### Clock distribution, run 1

Bar = 20 µm.
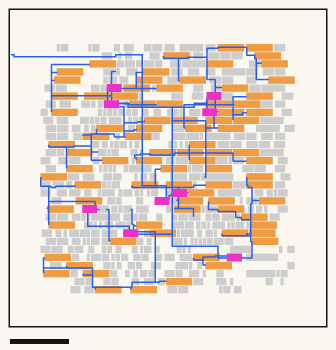
### Drive-strength map, run 1

Bar = 20 µm.
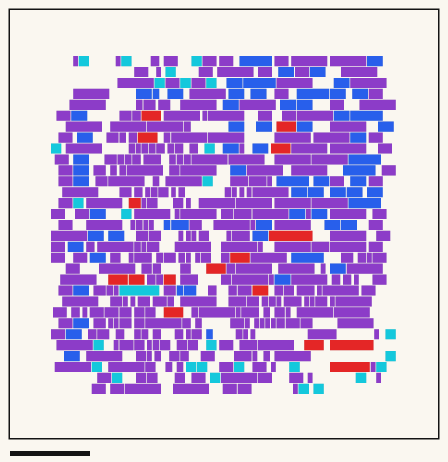
### Register map, names as in the netlist, run 1

Bar = 20 µm. Other sequential cells in the stronger grey, the rest of the logic in the fainter grey.
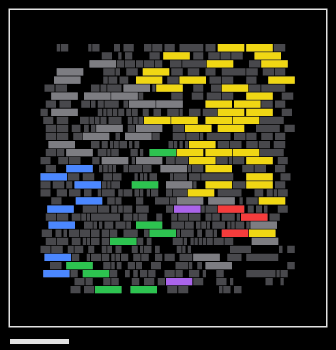
[src/rtl/img_sram_pkg.sv]
// Shared types for the image SRAM read/write paths: SRAM control bundle,
// transmit FSM states and the output FIFO payload.
package img_sram_pkg;

    localparam int unsigned IMG_DIM_W = 8;
    localparam int unsigned IMG_PIX_W = 8;
    localparam int unsigned IMG_CNT_W = IMG_DIM_W + 1;

    typedef struct packed {
        logic                 sense_en;
        logic                 write_en;
        logic [IMG_DIM_W-1:0] row;
        logic [IMG_DIM_W-1:0] col;
        logic [IMG_PIX_W-1:0] din;
    } img_sram_ctrl_t;

    typedef enum logic [1:0] {
        IDLE  = 2'd0,
        RUN   = 2'd1,
        DRAIN = 2'd2,
        DONE  = 2'd3
    } tx_state_e;

    typedef struct packed {
        logic                 last;
        logic [IMG_PIX_W-1:0] data;
    } tx_pix_t;

endpackage

[src/rtl/img_tx_fifo.sv]
// Show-ahead synchronous FIFO for outgoing pixels (data + last flag).
// The head entry is visible on 'head' whenever 'count' is non-zero.
module img_tx_fifo
    import img_sram_pkg::*;
#(
    parameter int unsigned DEPTH = 4
) (
    input  logic                    clk,
    input  logic                    rstn,
    input  logic                    push,
    input  tx_pix_t                 push_data,
    input  logic                    pop,
    output tx_pix_t                 head,
    output logic [$clog2(DEPTH):0]  count
);

    localparam int unsigned AW = $clog2(DEPTH);
    localparam int unsigned CW = AW + 1;

    tx_pix_t         mem [DEPTH];
    logic [AW-1:0]   wr_ptr;
    logic [AW-1:0]   rd_ptr;

    // Pointers wrap naturally because DEPTH is a power of two.
    always_ff @(posedge clk or negedge rstn) begin
        if (!rstn) begin
            wr_ptr <= '0;
            rd_ptr <= '0;
            count  <= '0;
            for (int i = 0; i < int'(DEPTH); i++) begin
                mem[i] <= '0;
            end
        end else begin
            if (push) begin
                mem[wr_ptr] <= push_data;
                wr_ptr      <= wr_ptr + AW'(1);
            end
            if (pop) begin
                rd_ptr <= rd_ptr + AW'(1);
            end
            count <= count + CW'(push) - CW'(pop);
        end
    end

    assign head = mem[rd_ptr];

endmodule

[src/rtl/io_tx_controller.sv]
// Streams a stored frame out of the image SRAM row-major onto a valid/ready
// byte port, using a credit-limited FIFO to absorb read latency and backpressure.
module io_tx_controller
    import img_sram_pkg::*;
#(
    parameter int unsigned RD_LAT = 1,
    parameter int unsigned FDEPTH = 4
) (
    input  logic                 clk,
    input  logic                 rstn,
    input  logic                 start,
    input  logic [IMG_DIM_W-1:0] nrows,
    input  logic [IMG_DIM_W-1:0] ncols,
    input  logic [IMG_PIX_W-1:0] sram_dout,
    output img_sram_ctrl_t       sram_ctrl,
    output logic [IMG_PIX_W-1:0] dout,
    output logic                 dout_valid,
    input  logic                 dout_ready,
    output logic                 dout_last,
    output logic                 busy,
    output logic                 done
);

    localparam int unsigned CW = $clog2(FDEPTH) + 1;
    localparam int unsigned SW = CW + 1;

    tx_state_e              state;
    logic [IMG_CNT_W-1:0]   row_idx;
    logic [IMG_CNT_W-1:0]   col_idx;
    logic [IMG_CNT_W-1:0]   nrows_q;
    logic [IMG_CNT_W-1:0]   ncols_q;
    logic                   sense_q;
    logic [RD_LAT-1:0]      vld_pipe;
    logic [RD_LAT-1:0]      last_pipe;
    logic [CW-1:0]          fifo_count;
    tx_pix_t                fifo_head;
    tx_pix_t                push_data_c;
    logic [SW-1:0]          inflight_c;
    logic                   credit_ok_c;
    logic                   issue_c;
    logic                   last_col_c;
    logic                   last_addr_c;
    logic                   push_c;
    logic                   pop_c;
    logic                   drained_c;

    // Reads still travelling through the SRAM latency pipe.
    always_comb begin
        inflight_c = '0;
        for (int i = 0; i < int'(RD_LAT); i++) begin
            inflight_c = inflight_c + SW'(vld_pipe[i]);
        end
    end

    assign credit_ok_c = (SW'(fifo_count) + inflight_c) < SW'(FDEPTH);
    assign issue_c     = (state == RUN) && credit_ok_c;
    assign last_col_c  = (col_idx == (ncols_q - IMG_CNT_W'(1)));
    assign last_addr_c = last_col_c && (row_idx == nrows_q);
    assign push_c      = vld_pipe[RD_LAT-1];
    assign pop_c       = dout_valid && dout_ready;
    // Drain completes on the edge that pops the final byte, so done lands right after it.
    assign drained_c   = (inflight_c == '0) &&
                         ((fifo_count == '0) || ((fifo_count == CW'(1)) && pop_c));

    always_ff @(posedge clk or negedge rstn) begin
        if (!rstn) begin
            state   <= IDLE;
            row_idx <= '0;
            col_idx <= '0;
            nrows_q <= '0;
            ncols_q <= '0;
            sense_q <= 1'b0;
            busy    <= 1'b0;
            done    <= 1'b0;
        end else begin
            done <= 1'b0;
            case (state)
                IDLE: begin
                    if (start) begin
                        nrows_q <= IMG_CNT_W'(nrows);
                        ncols_q <= IMG_CNT_W'(ncols);
                        row_idx <= '0;
                        col_idx <= '0;
                        sense_q <= 1'b1;
                        if (ncols != '0) begin
                            state <= RUN;
                            busy  <= 1'b1;
                        end else begin
                            state <= DONE;
                            done  <= 1'b1;
                        end
                    end
                end
                RUN: begin
                    if (issue_c) begin
                        if (last_addr_c) begin
                            state <= DRAIN;
                        end else if (last_col_c) begin
                            col_idx <= '0;
                            row_idx <= row_idx + IMG_CNT_W'(1);
                        end else begin
                            col_idx <= col_idx + IMG_CNT_W'(1);
                        end
                    end
                end
                DRAIN: begin
                    if (drained_c) begin
                        state <= DONE;
                        busy  <= 1'b0;
                        done  <= 1'b1;
                    end
                end
                DONE: begin
                    state   <= IDLE;
                    sense_q <= 1'b0;
                end
                default: begin
                    state <= IDLE;
                end
            endcase
        end
    end

    // Issue flags ride alongside the SRAM read so data is captured as it emerges.
    always_ff @(posedge clk or negedge rstn) begin
        if (!rstn) begin
            vld_pipe  <= '0;
            last_pipe <= '0;
        end else begin
            vld_pipe[0]  <= issue_c;
            last_pipe[0] <= issue_c && last_addr_c;
            for (int i = 1; i < int'(RD_LAT); i++) begin
                vld_pipe[i]  <= vld_pipe[i-1];
                last_pipe[i] <= last_pipe[i-1];
            end
        end
    end

    assign push_data_c.last = last_pipe[RD_LAT-1];
    assign push_data_c.data = sram_dout;

    img_tx_fifo #(
        .DEPTH (FDEPTH)
    ) u_fifo (
        .clk       (clk),
        .rstn      (rstn),
        .push      (push_c),
        .push_data (push_data_c),
        .pop       (pop_c),
        .head      (fifo_head),
        .count     (fifo_count)
    );

    assign dout       = fifo_head.data;
    assign dout_valid = (fifo_count != '0);
    assign dout_last  = fifo_head.last && dout_valid;

    assign sram_ctrl.sense_en = sense_q;
    assign sram_ctrl.write_en = 1'b0;
    assign sram_ctrl.row      = row_idx[IMG_DIM_W-1:0];
    assign sram_ctrl.col      = col_idx[IMG_DIM_W-1:0];
    assign sram_ctrl.din      = '0;

endmodule

[config.mk]
export PLATFORM = sky130hd
export DESIGN_NAME = io_tx_controller
export DESIGN_NICKNAME = d
export VERILOG_FILES = /design/src/rtl/img_sram_pkg.sv /design/src/rtl/img_tx_fifo.sv /design/src/rtl/io_tx_controller.sv
export SDC_FILE = /design/constraint.sdc
export NUM_CORES = 1
export LEC_CHECK = 0
export CAP_MARGIN = 20
export CORE_MARGIN = 10
export CORE_UTILIZATION = 59
export CTS_CLUSTER_DIAMETER = 40
export DETAILED_ROUTE_END_ITERATION = 16
export GPL_TIMING_DRIVEN = 0
export PLACE_DENSITY = 0.86
export SYNTH_ARGS = -nofsm -noshare
export SYNTH_HDL_FRONTEND = slang
export SYNTH_SLANG_ARGS = --single-unit
[constraint.sdc]
create_clock -name clk -period 3.85 [get_ports clk]
set_input_delay 0.77 -clock clk [delete_from_list [all_inputs] [get_ports clk]]
set_output_delay 0.77 -clock clk [all_outputs]
set_load 0.01 [all_outputs]
==> tab_implementation.tex, run 1 <==
% Generated from flow reports
\begin{tabular}{lr}
\hline
Metric & Value \\
\hline
\multicolumn{2}{l}{\textbf{Detailed routing}} \\
Met2 wirelength from detailed routing & between 4 and 5 mm \\
Wire length on met1 & a little under 4 mm \\
Routed WL & approximately 9.5 mm \\
Routed wl met3 & 422 µm \\
Average wire per standard cell & roughly 17 µm \\
\multicolumn{2}{l}{\textbf{Critical path}} \\
Register-to-register path setup slack & approximately 1 ns \\
Cell class contributing the biggest share of worst-path delay & buffers and inverters \\
Highest fanout seen on the critical path & 10 \\
Critical Path Start Type & flip-flop \\
Endpoint of the most critical setup path & dout[0] \\
Worst R2R Path Depth & 9 \\
Arrival time reported for the critical path endpoint & about 2.4 ns \\
Buf+Inv Stages, Crit Path & 2 \\
\multicolumn{2}{l}{\textbf{Pwr}} \\
Largest voltage drop on the vdd net & about 0.41 mV \\
Sequential share of power & 0.390 \\
Logic gate share of total power & 0.423 \\
Switching power & approximately 1.3 mW \\
Total power of the final layout & between 3 and 4 mW \\
Power consumed by sequential cells & around 1.5 mW \\
Comb pwr & about 1.6 mW \\
\multicolumn{2}{l}{\textbf{Clock network}} \\
Post-CTS Setup Inserts & 0 \\
CTS Root Buffer Type & sky130\_fd\_sc\_hd\_\_clkbuf\_8 \\
Clock sinks & 84 \\
Insertion delay to the later sink of the worst-skew pair & 0.36 ns \\
\multicolumn{2}{l}{\textbf{Final layout}} \\
Count of clock-net buffers in the final layout & 9 \\
Register area & between 2000 and 2500 µm² \\
Final cell count without fillers & between 500 and 600 \\
Logic area & 2060 µm² \\
Max FFs per register & 36 \\
Largest reg by FF count & u\_fifo.mem \\
Area growth from synthesis to layout & 21.9\% \\
Diode count & 0 \\
Count of multi-input combinational gates & 248 \\
Fillers & slightly above 500 \\
Total of plain and repair buffers excluding clock buffers & roughly 92 \\
Final core utilization & 0.743 \\
Fraction of layout cells with a size suffix above 1 & 0.244 \\
Regs by FF count & u\_fifo.mem (36), col\_idx (9), row\_idx (9) \\
\multicolumn{2}{l}{\textbf{Synthesis}} \\
Syn avg cell area & 11.8 µm² \\
Post-synthesis cell area & 4420 µm² \\
Most area-hungry cell type in the Yosys netlist & sky130\_fd\_sc\_hd\_\_dfrtp\_1 \\
Post-synthesis async set-or-reset flop share & 1.00 \\
Number of flops mapped to enable cells by yosys & 0 \\
Simple-Gate Fraction of Synth Area & 0.109 \\
Top-count cell post-synth & sky130\_fd\_sc\_hd\_\_dfrtp\_1 \\
Synth Area in Compound Gates & 0.0789 \\
Synth area leaders & sky130\_fd\_sc\_hd\_\_dfrtp\_1 48\%, sky130\_fd\_sc\_hd\_\_mux2\_2 13\%, sky130\_fd\_sc\_hd\_\_mux4\_2 4.6\% \\
\multicolumn{2}{l}{\textbf{Timing}} \\
Worst Setup Slack, final & around 0.64 ns \\
Setup TNS Final & 0 ns \\
Final Hold Vio Count & 0 \\
Share of the cycle needed by the critical path after routing & 0.835 \\
Time the final worst path needs with I/O delays and setup & about 3.2 ns \\
Highest clock frequency the design can meet & a little over 300 MHz \\
Worst hold slack & between 0.2 and 0.3 ns \\
Transition at the pin with the smallest max-transition slack & roughly 0.86 ns \\
Final number of max-transition violations & 0 \\
\multicolumn{2}{l}{\textbf{Run status}} \\
Outcome & complete, no violations \\
\multicolumn{2}{l}{\textbf{Global routing}} \\
Number of antenna violations at the first check in global routing & 0 \\
Pin count of the biggest net entering global routing & slightly above 70 \\
Wire length of the first global-routing pass & about 16 mm \\
Met1 global-route usage & 0.196 \\
Aggregate global routing overflow & 0 \\
Met2 demand-to-capacity share in global routing & 0.301 \\
Global routing usage summed across all routing layers & 0.173 \\
\multicolumn{2}{l}{\textbf{Placed design}} \\
Global placer's final weighted congestion & a little under 0.9 \\
Area of placed instances & 5160 µm² \\
\multicolumn{2}{l}{\textbf{Floorplanning}} \\
IO Pins & around 66 \\
Floorplan core area & $\sim$7300 µm² \\
\multicolumn{2}{l}{\textbf{Run}} \\
Tool warning count & 32 \\
\hline
\end{tabular}
Notes on 'Clock distribution' above:
[flip-flops] orange | count: 84
[clock wires] blue | length: 972 µm
[cells driving clock nets] magenta | count: 9
routed clock nets: 10

Notes on 'Drive-strength map' above:
| size | colour | cells | share |
|---|---|---|---|
| drive 2 | blue | 67 | 15% |
| drive 3 to 4 | cyan | 28 | 6.2% |
| drive 1 or less | purple | 344 | 76% |
| drive 6 and up | red | 16 | 3.5% |

Notes on 'Register map, names as in the netlist' above:
| name in the netlist | colour | placed flops |
|---|---|---|
| u_fifo.mem | yellow | 36 |
| col_idx | green | 9 |
| ncols_q | blue | 8 |
| u_fifo.count | red | 3 |
| state | purple | 2 |

### Clock wiring as the flow saved it, run 1

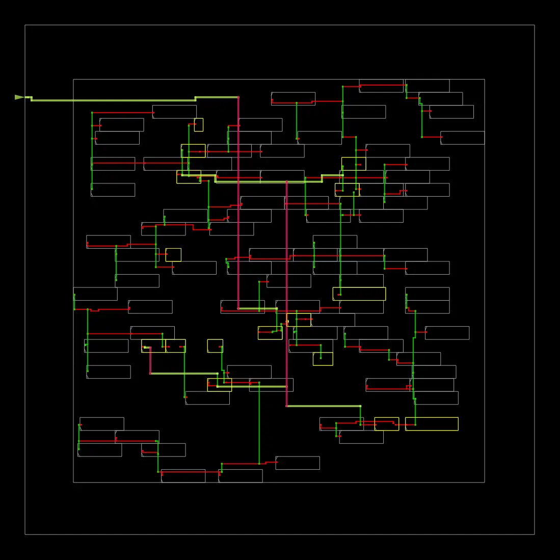

==> run 1 -> run 2 <==
CORE_UTILIZATION = 54   (was 59)
PLACE_DENSITY = 0.8   (was 0.86)
clock period = 3 ns   (was 3.85 ns; I/O delays follow)
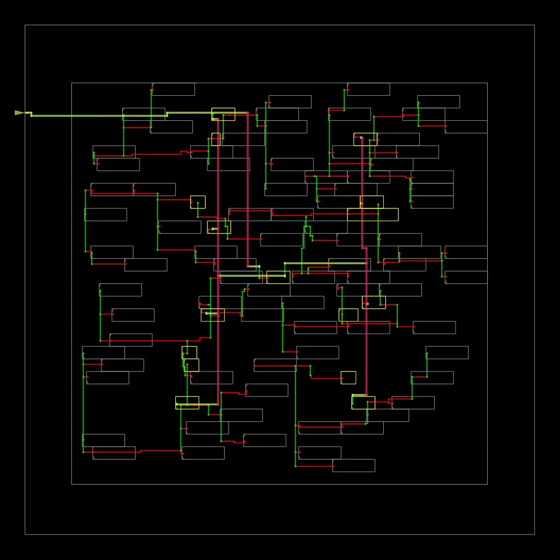
*Clock wiring as the flow saved it, run 2*
insertion delay to the later sink of the worst-skew pair: 0.36 ns
Post-Route Skew: 0.00925 ns
clock sinks: 84

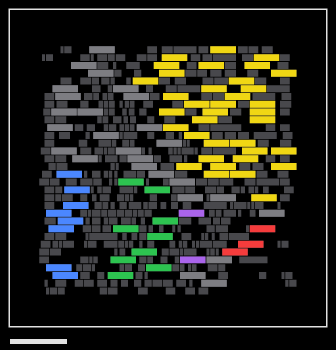
*Register map, names as in the netlist, run 2*
Bar = 20 µm. Other sequential cells in the stronger grey, the rest of the logic in the fainter grey.
| name in the netlist | colour | placed flops |
|---|---|---|
| u_fifo.count | red | 3 |
| ncols_q | blue | 8 |
| col_idx | green | 9 |
| u_fifo.mem | yellow | 36 |
| state | purple | 2 |

==> tab_implementation.tex, run 2 <==
% Generated from flow reports
\begin{tabular}{lr}
\hline
Metric & Value \\
\hline
\multicolumn{2}{l}{\textbf{Run status}} \\
Outcome & complete, no violations \\
\multicolumn{2}{l}{\textbf{Critical path}} \\
Worst R2R Path Depth & 9 (unchanged) \\
Endpoint of the most critical setup path & dout\_last \\
Arrival time reported for the critical path endpoint & 2.26 ns (-0.18 ns) \\
Buf+Inv Stages, Crit Path & 2 (unchanged) \\
Highest fanout seen on the critical path & 10 (unchanged) \\
Critical Path Start Type & flip-flop \\
Cell class contributing the biggest share of worst-path delay & buffers and inverters \\
Register-to-register path setup slack & 0.23 ns (-0.79 ns) \\
Required time reported for the critical path endpoint & $\sim$2.4 ns \\
Source of the critical timing path & u\_fifo.rd\_ptr[1]\$\_DFFE\_PN0P\_ \\
\multicolumn{2}{l}{\textbf{Global routing}} \\
Global routing usage summed across all routing layers & 0.155 (-0.0182) \\
Met2 demand-to-capacity share in global routing & 0.259 (-0.0418) \\
Wire length of the first global-routing pass & 16.1 mm (+0.47\%) \\
Met1 global-route usage & 0.187 (-0.00879) \\
Aggregate global routing overflow & 0 (unchanged) \\
Number of antenna violations at the first check in global routing & 0 (unchanged) \\
Pin count of the biggest net entering global routing & 67 (-5.6\%) \\
\multicolumn{2}{l}{\textbf{Timing}} \\
Time the final worst path needs with I/O delays and setup & between 2 and 3 ns \\
Setup TNS Final & 0 ns (unchanged) \\
Highest clock frequency the design can meet & 350 MHz \\
Transition at the pin with the smallest max-transition slack & 0.669 ns (-0.186 ns) \\
Worst Setup Slack, final & 0.139 ns (-0.497 ns) \\
Worst hold slack & 0.108 ns (-0.158 ns) \\
Final number of max-transition violations & 0 (unchanged) \\
Share of the cycle needed by the critical path after routing & 0.954 \\
Final Hold Vio Count & 0 (unchanged) \\
\multicolumn{2}{l}{\textbf{Final layout}} \\
Regs by FF count & u\_fifo.mem (36), col\_idx (9), row\_idx (9) \\
Area growth from synthesis to layout & 21.6\% \\
Diode count & 0 (unchanged) \\
Count of multi-input combinational gates & 248 (unchanged) \\
Fillers & 619 (+23\%) \\
Register area & 2100 µm² (unchanged) \\
Count of clock-net buffers in the final layout & 9 (unchanged) \\
Fraction of layout cells with a size suffix above 1 & 0.248 (+0.00440) \\
Logic area & 2070 µm² (+0.30\%) \\
Final core utilization & 0.685 (-0.0579) \\
Largest reg by FF count & u\_fifo.mem \\
Final cell count without fillers & 557 (+0.54\%) \\
Total of plain and repair buffers excluding clock buffers & 92 (unchanged) \\
Max FFs per register & 36 (unchanged) \\
Layout net count & $\sim$500 \\
\multicolumn{2}{l}{\textbf{Clock network}} \\
CTS Root Buffer Type & sky130\_fd\_sc\_hd\_\_clkbuf\_8 \\
Post-CTS Setup Inserts & 0 (unchanged) \\
\multicolumn{2}{l}{\textbf{Detailed routing}} \\
Routed WL & 9.26 mm (-2.0\%) \\
Routed wl met3 & 340 µm (-19\%) \\
DR pass1 iterations & 4 \\
Met2 wirelength from detailed routing & 4.80 mm (-2.5\%) \\
Wire length on met1 & 3.95 mm (+0.53\%) \\
Average wire per standard cell & 16.6 µm (-2.5\%) \\
\multicolumn{2}{l}{\textbf{Pwr}} \\
Total power of the final layout & 4.82 mW (+26\%) \\
Power in the clock group & approximately 0.85 mW \\
Power consumed by sequential cells & 1.89 mW (+26\%) \\
Clock power share & 0.176 \\
Sequential share of power & 0.392 (+0.002) \\
Comb pwr & 2.08 mW (+28\%) \\
Switching power & 1.69 mW (+27\%) \\
Logic gate share of total power & 0.431 (+0.008) \\
Largest voltage drop on the vdd net & 0.382 mV (-7.2\%) \\
\multicolumn{2}{l}{\textbf{Placed design}} \\
Global placer's final weighted congestion & 0.839 (-4.1\%) \\
Area of placed instances & 5160 µm² (about the same) \\
\multicolumn{2}{l}{\textbf{Synthesis}} \\
Simple-Gate Fraction of Synth Area & 0.109 (unchanged) \\
Number of flops mapped to enable cells by yosys & 0 (unchanged) \\
Most used DFF post-synth & sky130\_fd\_sc\_hd\_\_dfrtp\_1 \\
Post-synthesis async set-or-reset flop share & 1.00 (unchanged) \\
Top-count cell post-synth & sky130\_fd\_sc\_hd\_\_dfrtp\_1 \\
Synth Area in Compound Gates & 0.0789 (unchanged) \\
Synth area leaders & sky130\_fd\_sc\_hd\_\_dfrtp\_1 48\%, sky130\_fd\_sc\_hd\_\_mux2\_2 13\%, sky130\_fd\_sc\_hd\_\_mux4\_2 4.6\% \\
Post-synthesis cell area & 4420 µm² (unchanged) \\
Syn avg cell area & 11.8 µm² (unchanged) \\
Most area-hungry cell type in the Yosys netlist & sky130\_fd\_sc\_hd\_\_dfrtp\_1 \\
\multicolumn{2}{l}{\textbf{Floorplanning}} \\
Number of well taps & a little over 100 \\
IO Pins & 66 (unchanged) \\
\multicolumn{2}{l}{\textbf{Run}} \\
Tool warning count & 32 (unchanged) \\
\hline
\end{tabular}
No activity file was given, so power comes from the tool's default toggle rates.
